## src/rtl/vga_pkg.sv

```systemverilog
// Shared constants for the score overlay: digit codes, segment region encoding
// and the colour theme table.
package vga_pkg;

  localparam logic [3:0] DIG_DASH  = 4'd10;
  localparam logic [3:0] DIG_BLANK = 4'd11;

  // Regions 0..8 are the segment indices themselves.
  localparam logic [3:0] REG_NONE = 4'd15;

  localparam logic [13:0] VALUE_MAX = 14'd9999;

  localparam logic [11:0] THEME0_BG = 12'h000;
  localparam logic [11:0] THEME0_FG = 12'hFFF;
  localparam logic [11:0] THEME1_BG = 12'hFFF;
  localparam logic [11:0] THEME1_FG = 12'h000;
  localparam logic [11:0] THEME2_BG = 12'hE7D;
  localparam logic [11:0] THEME2_FG = 12'h8F0;

  typedef enum logic [1:0] {
    B2B_IDLE,
    B2B_SHIFT,
    B2B_DONE
  } b2b_state_t;

  function automatic logic [11:0] theme_bg(input logic [3:0] theme);
    case (theme)
      4'd1:    return THEME1_BG;
      4'd2:    return THEME2_BG;
      default: return THEME0_BG;
    endcase
  endfunction

endpackage

```

## src/rtl/bin2bcd_seq.sv

```systemverilog
// Iterative double-dabble converter: 14-bit binary in (saturated at 9999),
// four BCD digits out with a one-cycle done pulse.
module bin2bcd_seq
  import vga_pkg::*;
(
  input  logic        clk,
  input  logic        rst,
  input  logic [13:0] bin,
  input  logic        bin_valid,
  output logic        bin_ready,
  output logic [15:0] bcd,
  output logic        done
);

  b2b_state_t  state;
  logic [29:0] sr;
  logic [3:0]  iter;

  function automatic logic [29:0] dabble_step(input logic [29:0] s);
    logic [29:0] t;
    t = s;
    for (int i = 0; i < 4; i++) begin
      if (t[14+4*i +: 4] >= 4'd5) t[14+4*i +: 4] = t[14+4*i +: 4] + 4'd3;
    end
    return {t[28:0], 1'b0};
  endfunction

  assign bcd = sr[29:14];

  // NOTE: state registers use <= so every branch sees the pre-edge values;
  // a blocking = here would let later statements observe half-updated state.
  always_ff @(posedge clk) begin
    if (rst) begin
      state     <= B2B_IDLE;
      bin_ready <= 1'b1;
      done      <= 1'b0;
      sr        <= '0;
      iter      <= '0;
    end else begin
      case (state)
        B2B_IDLE: begin
          done <= 1'b0;
          if (bin_valid && bin_ready) begin
            sr        <= {16'd0, (bin > VALUE_MAX) ? VALUE_MAX : bin};
            iter      <= '0;
            bin_ready <= 1'b0;
            state     <= B2B_SHIFT;
          end
        end
        B2B_SHIFT: begin
          sr   <= dabble_step(sr);
          iter <= iter + 4'd1;
          if (iter == 4'd13) begin
            done  <= 1'b1;
            state <= B2B_DONE;
          end
        end
        B2B_DONE: begin
          done      <= 1'b0;
          bin_ready <= 1'b1;
          state     <= B2B_IDLE;
        end
        default: begin
          done      <= 1'b0;
          bin_ready <= 1'b1;
          state     <= B2B_IDLE;
        end
      endcase
    end
  end

endmodule

```

## src/rtl/vga_score_ctrl.sv

```systemverilog
// Score overlay sequencer: converts values to BCD, commits digits at frame
// start, maps scan position to digit slot/segment and selects the pixel colour.
module vga_score_ctrl
  import vga_pkg::*;
#(
  parameter int NUM_DIGITS = 4,
  parameter int X0         = 400,
  parameter int Y0         = 16,
  parameter int DIGIT_W    = 32,
  parameter int DIGIT_H    = 48,
  parameter int GAP        = 8,
  parameter int SEG_T      = 6
) (
  input  logic        clk,
  input  logic        rst,
  input  logic [13:0] value,
  input  logic        value_valid,
  output logic        value_ready,
  input  logic        blank_lz,
  input  logic [3:0]  theme,
  input  logic        frame_start,
  input  logic [9:0]  h_cnt,
  input  logic [9:0]  v_cnt,
  output logic [3:0]  num,
  input  logic [11:0] seg0,
  input  logic [11:0] seg1,
  input  logic [11:0] seg2,
  input  logic [11:0] seg3,
  input  logic [11:0] seg4,
  input  logic [11:0] seg5,
  input  logic [11:0] seg6,
  input  logic [11:0] seg7,
  input  logic [11:0] seg8,
  output logic [11:0] pixel,
  output logic        in_score
);

  localparam logic [9:0] Y0_L = 10'(Y0);
  localparam logic [9:0] W_L  = 10'(DIGIT_W);
  localparam logic [9:0] H_L  = 10'(DIGIT_H);
  localparam logic [9:0] T_L  = 10'(SEG_T);
  localparam logic [9:0] M_L  = 10'(DIGIT_H / 2 - SEG_T / 2);

  logic [15:0]          bcd;
  logic                 bcd_done;
  logic [3:0][3:0]      pending;
  logic [3:0][3:0]      shown;
  logic [3:0]           digit_code [NUM_DIGITS];
  logic                 zero_run;
  logic                 in_cell_d, in_cell_q;
  logic [3:0]           num_d, region_d, region_q;
  logic [9:0]           base, lx, ly;
  logic                 v_in;
  logic [3:0]           theme_q;
  logic [11:0]          seg_sel;

  bin2bcd_seq u_b2b (
    .clk       (clk),
    .rst       (rst),
    .bin       (value),
    .bin_valid (value_valid),
    .bin_ready (value_ready),
    .bcd       (bcd),
    .done      (bcd_done)
  );

  // shown samples pending as it was before this edge, so a DONE landing on
  // frame_start is only displayed from the following frame.
  always_ff @(posedge clk) begin
    if (rst) begin
      pending <= '0;
      shown   <= '0;
    end else begin
      if (bcd_done)    pending <= bcd;
      if (frame_start) shown   <= pending;
    end
  end

  function automatic logic [3:0] seg_region(input logic [9:0] x, input logic [9:0] y);
    if (y < T_L)                       return 4'd0;
    else if (y >= H_L - T_L)           return 4'd3;
    else if (y >= M_L && y < M_L + T_L) begin
      if (x < T_L)                     return 4'd7;
      else if (x >= W_L - T_L)         return 4'd8;
      else                             return 4'd6;
    end
    else if (x < T_L)                  return (y < M_L) ? 4'd5 : 4'd4;
    else if (x >= W_L - T_L)           return (y < M_L) ? 4'd1 : 4'd2;
    else                               return REG_NONE;
  endfunction

  // NOTE: every variable gets a default before the branches so no path
  // leaves it unassigned, which would otherwise infer a latch.
  always_comb begin
    zero_run = blank_lz;
    for (int k = 0; k < NUM_DIGITS; k++) begin
      digit_code[k] = shown[NUM_DIGITS-1-k];
      if (zero_run && shown[NUM_DIGITS-1-k] == 4'd0 && k != NUM_DIGITS - 1)
        digit_code[k] = DIG_BLANK;
      else
        zero_run = 1'b0;
    end
  end

  always_comb begin
    in_cell_d = 1'b0;
    num_d     = DIG_BLANK;
    lx        = '0;
    base      = '0;
    ly        = v_cnt - Y0_L;
    v_in      = (v_cnt >= Y0_L) && (v_cnt < Y0_L + H_L);
    for (int k = 0; k < NUM_DIGITS; k++) begin
      base = 10'(X0 + k * (DIGIT_W + GAP));
      if (v_in && h_cnt >= base && h_cnt < base + W_L) begin
        in_cell_d = 1'b1;
        num_d     = digit_code[k];
        lx        = h_cnt - base;
      end
    end
    region_d = in_cell_d ? seg_region(lx, ly) : REG_NONE;
  end

  // Theme is staged alongside position so a change reaches pixel in 2 cycles.
  always_ff @(posedge clk) begin
    if (rst) begin
      num       <= DIG_BLANK;
      region_q  <= REG_NONE;
      in_cell_q <= 1'b0;
      theme_q   <= '0;
    end else begin
      num       <= num_d;
      region_q  <= region_d;
      in_cell_q <= in_cell_d;
      theme_q   <= theme;
    end
  end

  always_comb begin
    seg_sel = theme_bg(theme_q);
    case (region_q)
      4'd0:    seg_sel = seg0;
      4'd1:    seg_sel = seg1;
      4'd2:    seg_sel = seg2;
      4'd3:    seg_sel = seg3;
      4'd4:    seg_sel = seg4;
      4'd5:    seg_sel = seg5;
      4'd6:    seg_sel = seg6;
      4'd7:    seg_sel = seg7;
      4'd8:    seg_sel = seg8;
      default: seg_sel = theme_bg(theme_q);
    endcase
  end

  always_ff @(posedge clk) begin
    if (rst) begin
      pixel    <= 12'h000;
      in_score <= 1'b0;
    end else begin
      pixel    <= in_cell_q ? seg_sel : theme_bg(theme_q);
      in_score <= in_cell_q;
    end
  end

endmodule

```

## config.mk

```make
export PLATFORM = sky130hd
export DESIGN_NAME = vga_score_ctrl
export DESIGN_NICKNAME = d
export VERILOG_FILES = /design/src/rtl/vga_pkg.sv /design/src/rtl/bin2bcd_seq.sv /design/src/rtl/vga_score_ctrl.sv
export SDC_FILE = /design/constraint.sdc
export NUM_CORES = 1
export LEC_CHECK = 0
export CAP_MARGIN = 20
export CORE_MARGIN = 1
export CORE_UTILIZATION = 52
export CTS_BUF_LIST = sky130_fd_sc_hd__clkbuf_8
export DETAILED_ROUTE_END_ITERATION = 6
export HOLD_SLACK_MARGIN = 0.12
export PLACE_DENSITY = 0.92
export SLEW_MARGIN = 20
export SYNTH_ARGS = -nofsm -noshare
export SYNTH_HDL_FRONTEND = slang
export SYNTH_SLANG_ARGS = --single-unit
```

## constraint.sdc

```tcl
create_clock -name clk -period 9.2 [get_ports clk]
set_input_delay 1.38 -clock clk [delete_from_list [all_inputs] [get_ports clk]]
set_output_delay 1.38 -clock clk [all_outputs]
set_load 0.005 [all_outputs]
```

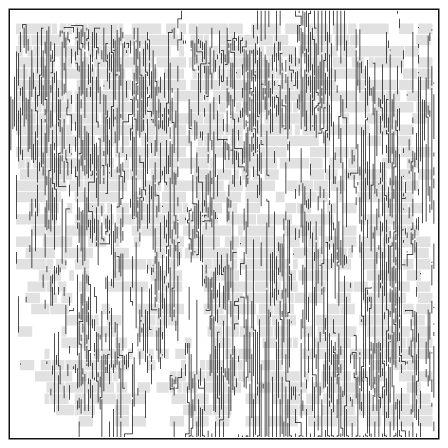
**Above:** M2 wires.
Cells faint in the background.
share of all routed wire = 49%
nets with wire on the layer = 831
longest straight run = 51.2 µm

==> Slide: Implementation Results <==
Run Summary

Run status
  • Status: completed

Drt
  • Antenna viol nets, final: 0
  • WL met1: 6806 µm
  • Vias: 5674

Finish
  • Largest registers: u_b2b.sr: 30 flops, pending: 16 flops
  • Largest cell class by area: logic gates
  • Area growth, synth to finish: 36.10%

Final timing
  • Slew headroom: 35.17%
  • Worst slew pin tran: ~0.97 ns

Pwr
  • Switch Pwr: about 0.24 mW
  • Clock power frac: around a third

Floorplan
  • Core Box Area: 9910 µm²

GRT
  • GR Overflow Total: 0

Worst setup path
  • FF-to-FF Start: region_q[3]
  • Crit start category: primary input
  • Critical path launch point: v_cnt[5]

Yosys
  • Mux cell area share: 7.285%
  • Synth cell types: 61
  • Synth Instances: 643

Worst hold path
  • Min-delay src: u_b2b.sr[9]

Place
  • Placed Cells incl. Taps: a little over 900
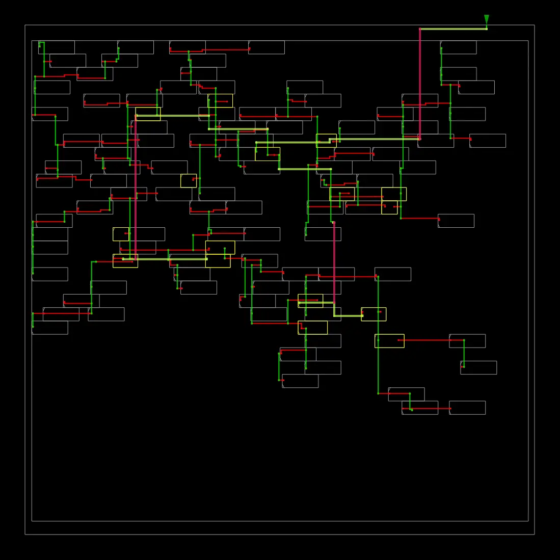
**Above:** clock nets.
clk_buf instances: 9
Clock Skews: 0.01194 ns
total CTS buffers: 9

Power and IR drop assume default switching activity.
